[config.mk]
export PLATFORM = sky130hd
export DESIGN_NAME = dtree_frame_loader
export DESIGN_NICKNAME = d
export VERILOG_FILES = /design/src/rtl/dtree_frame_loader.sv
export SDC_FILE = /design/constraint.sdc
export NUM_CORES = 1
export LEC_CHECK = 0
export ABC_CLOCK_PERIOD_IN_PS = 2500
export CAP_MARGIN = 40
export CORE_MARGIN = 4
export CORE_UTILIZATION = 51
export CTS_BUF_LIST = sky130_fd_sc_hd__clkbuf_8
export CTS_CLUSTER_DIAMETER = 40
export DETAILED_ROUTE_END_ITERATION = 10
export PLACE_DENSITY = 0.89
export SLEW_MARGIN = 20
export SYNTH_ARGS = -nofsm -noshare
export SYNTH_HDL_FRONTEND = slang
export SYNTH_SLANG_ARGS = --single-unit
export TNS_END_PERCENT = 10
[constraint.sdc]
create_clock -name clk -period 2.5 [get_ports clk]
set_input_delay 0.25 -clock clk [delete_from_list [all_inputs] [get_ports clk]]
set_output_delay 0.25 -clock clk [all_outputs]
set_load 0.1 [all_outputs]
[src/rtl/dtree_frame_loader.sv]
// Frame loader for a combinational decision-tree classifier: collects six
// feature bytes, waits for the classifier to settle, then hands off its class.
module dtree_frame_loader #(
    parameter int FEAT_WIDTH    = 8,
    parameter int NUM_FEAT      = 6,
    parameter int CLASS_WIDTH   = 2,
    parameter int SETTLE_CYCLES = 1
) (
    input  logic                   clk,
    input  logic                   rst,
    input  logic                   in_valid,
    output logic                   in_ready,
    input  logic [FEAT_WIDTH-1:0]  in_data,
    input  logic                   in_last,
    output logic [FEAT_WIDTH-1:0]  X0,
    output logic [FEAT_WIDTH-1:0]  X1,
    output logic [FEAT_WIDTH-1:0]  X2,
    output logic [FEAT_WIDTH-1:0]  X3,
    output logic [FEAT_WIDTH-1:0]  X4,
    output logic [FEAT_WIDTH-1:0]  X5,
    input  logic [CLASS_WIDTH-1:0] cls_in,
    output logic                   out_valid,
    input  logic                   out_ready,
    output logic [CLASS_WIDTH-1:0] out_class,
    output logic                   frame_err,
    output logic [15:0]            frame_cnt
);

    typedef enum logic [1:0] {
        LOAD,
        SETTLE,
        DELIVER,
        DISCARD
    } state_t;

    localparam logic [2:0] LAST_IDX    = 3'(NUM_FEAT - 1);
    localparam logic [3:0] SETTLE_INIT = 4'(SETTLE_CYCLES);

    state_t                state;
    logic [2:0]            idx;
    logic [3:0]            settle_cnt;
    logic [FEAT_WIDTH-1:0] x [NUM_FEAT];
    logic                  hs;

    assign in_ready = (state == LOAD) || (state == DISCARD);
    assign hs       = in_valid && in_ready;

    assign X0 = x[0];
    assign X1 = x[1];
    assign X2 = x[2];
    assign X3 = x[3];
    assign X4 = x[4];
    assign X5 = x[5];

    always_ff @(posedge clk) begin
        if (rst) begin
            state      <= LOAD;
            idx        <= '0;
            settle_cnt <= '0;
            out_class  <= '0;
            out_valid  <= 1'b0;
            frame_err  <= 1'b0;
            frame_cnt  <= '0;
            for (int i = 0; i < NUM_FEAT; i++) begin
                x[i] <= '0;
            end
        end else begin
            frame_err <= 1'b0;
            unique case (state)
                LOAD: begin
                    if (hs) begin
                        for (int i = 0; i < NUM_FEAT; i++) begin
                            if (idx == 3'(i)) begin
                                x[i] <= in_data;
                            end
                        end
                        if (idx == LAST_IDX) begin
                            idx <= '0;
                            if (in_last) begin
                                state      <= SETTLE;
                                settle_cnt <= SETTLE_INIT;
                            end else begin
                                frame_err <= 1'b1;
                                state     <= DISCARD;
                            end
                        end else if (in_last) begin
                            idx       <= '0;
                            frame_err <= 1'b1;
                        end else begin
                            idx <= idx + 3'd1;
                        end
                    end
                end
                SETTLE: begin
                    // cls_in is sampled after SETTLE_CYCLES cycles of stable X
                    settle_cnt <= settle_cnt - 4'd1;
                    if (settle_cnt == 4'd1) begin
                        out_class <= cls_in;
                        out_valid <= 1'b1;
                        state     <= DELIVER;
                    end
                end
                DELIVER: begin
                    if (out_ready) begin
                        out_valid <= 1'b0;
                        frame_cnt <= frame_cnt + 16'd1;
                        state     <= LOAD;
                    end
                end
                DISCARD: begin
                    if (hs && in_last) begin
                        state <= LOAD;
                    end
                end
                default: state <= LOAD;
            endcase
        end
    end

endmodule
m2.png
(6 px per um)
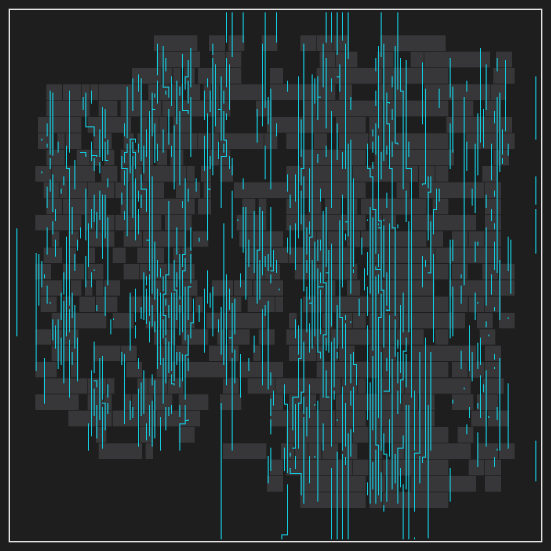
longest straight run = 38.1 um
share of all routed wire = 50%
main direction = vertical
wire length on this layer = 3,730 um

port_trees.png
(4 px per um)
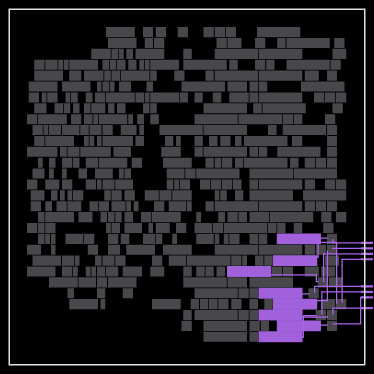
purple -> X1  # direction output, end cells 8, buffers 8, wire 176 um
Port-buffer cells: 83
# IOs: 84

class_map.png
(4 px per um) Fill, decap, tap and diode cells in grey.
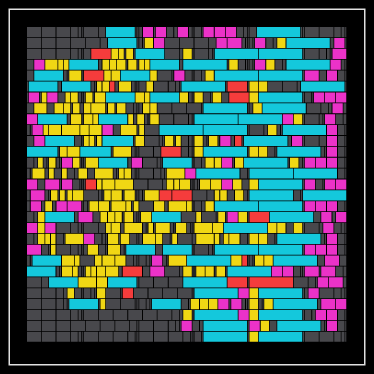
red -> clock drivers and dummy loads  # cells 16, share of their area 4.6%
magenta -> remaining buffers and delay cells  # cells 90, share of their area 17%
cyan -> registers  # cells 77, share of their area 49%
yellow -> remaining logic cells  # cells 199, share of their area 30%
flop share of the area: 0.474
post-route cell area: 0.00427 mm2
row cnt: 29
Core Util, Final: 0.677
core area: 0.00631 mm2

clock_wires.png
(6 px per um)
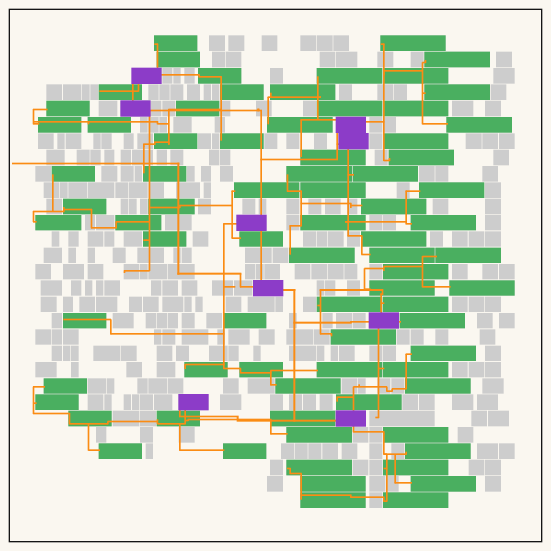
orange -> clock wires  # length 874 um
purple -> clock-net drivers  # count 9
green -> flip-flops  # count 77
flops lie = all over the die
clock network power: 0.909 mW
clock skew: 4.28 ps
clock network power share: 0.233
worst skew pair latency: 340 ps

==> changes_impl.md <==
### Physical design

* HPWL reported at the end of detailed placement at 5.30 mm
* DR iter-0 viols at about 130
* FF-to-FF End: x[4][0]
* Top comb family, area: simple AND/OR/NAND/NOR gates
* Adder Share, Synth at 0.0454
* Final setup fails at 0
* R2R depth at 5
* Power Internal at 2.25 mW
* Worst EP arrival at between 2000 and 2500 ps
* Max FFs per register at 48
* WL/cell at roughly 16 um
* Hold_buf cts at 0
* Pre-CTS WS at 200 ps
* CTS buffer count at 9
* RSZ-0062 raised after global routing: false
* VDD IR max at 0.997 mV
* Pwr Density at 913 mW/mm2
* Layout non-clock buf frac at 0.166
* HP Class: flip-flop to flip-flop
* Tapcells inserted at about 77
* Crit path capture type: flip-flop
* Area delta synth->final at 29.3%
* Power in combinational cells at between 1 and 1.5 mW
* Met1 global-route usage at 0.229
* Max Cap Violations at 0
* Layout clock area frac at 0.0445
* Detailed-route via count at ~2,500
* Combinational share of cell area at 0.280
* Top Registers: x x48, frame_cnt x16, settle_cnt x4
* Crit-path max FO at 12
* Drt pass-1 iters at 4
* Logic inverters at 14
* Post-synth top flop: edfxtp_1
* Max clock buf depth at 2
* Status: finished clean
* Largest net degree at the start of global routing at 31
* Aoi share at 0.0754
* Met3 wire length at ~730 um
* CTS tree: done
* Initial antenna violation count at 0
* Flop pwr share at 0.395
* Final worst-path setup slack at around 240 ps
* # Cells Yosys at about 290
* Length of routed wiring on met1 at slightly below 3 mm
* Synthesized area per cell at roughly 12 um2
* Leak at about 1.8 nW
* Combinational fraction of design power at 0.372
* Filler Cell Count at roughly 480
* Top reg by flops: x
* Residual DRC at 0
* Most numerous logic cells after layout: buf_4, edfxtp_1, dfxtp_1, and2_1, and3_1
* Slew Limit Fails at 0
* Pre-Place Util at 0.523
* CP Launch Point: state[0]
* Max Clk Rate at between 400 and 500 MHz
* Cell Type Count at roughly 40
* Share of layout cells above drive strength 1 at 0.249
* Yosys chip area at roughly 0.0033 mm2
* Simple-gate share of the synthesized area at 0.211
* Area taken by multi-input logic gates at roughly 0.0012 mm2
==> worst min path at each step <==
stage                 start           end  cells after the start
2_1_floorplan     cls_in[0]  out_class[0]                      2
3_3_place_gp   out_class[1]  out_class[1]                      2
3_5_place_dp   out_class[0]  out_class[0]                      2
4_1_cts           cls_in[0]  out_class[0]                      3
5_1_grt           cls_in[1]  out_class[1]                      3
6_report       out_class[0]  out_class[0]                      2
==> through the flow <==
stage	hold WS, ps	std cells	area [um2]	total power, mW
final	472	459	4270	3.90
after global routing	491	459	4270	4.06
after CTS	470	459	4270	3.92
after detailed placement	469	443	4080	3.01
after global placement	445	443	4080	2.97
after floorplan	398	285	3310	2.70
==> worst max-delay path, cell delays in order (launching register included) <==
cell	delay (ps)
dfxtp_1	380
inv_1	100
ha_1	330
nand3b_1	430
nor3_1	660
and2_1	230
Power and IR drop assume default switching activity.
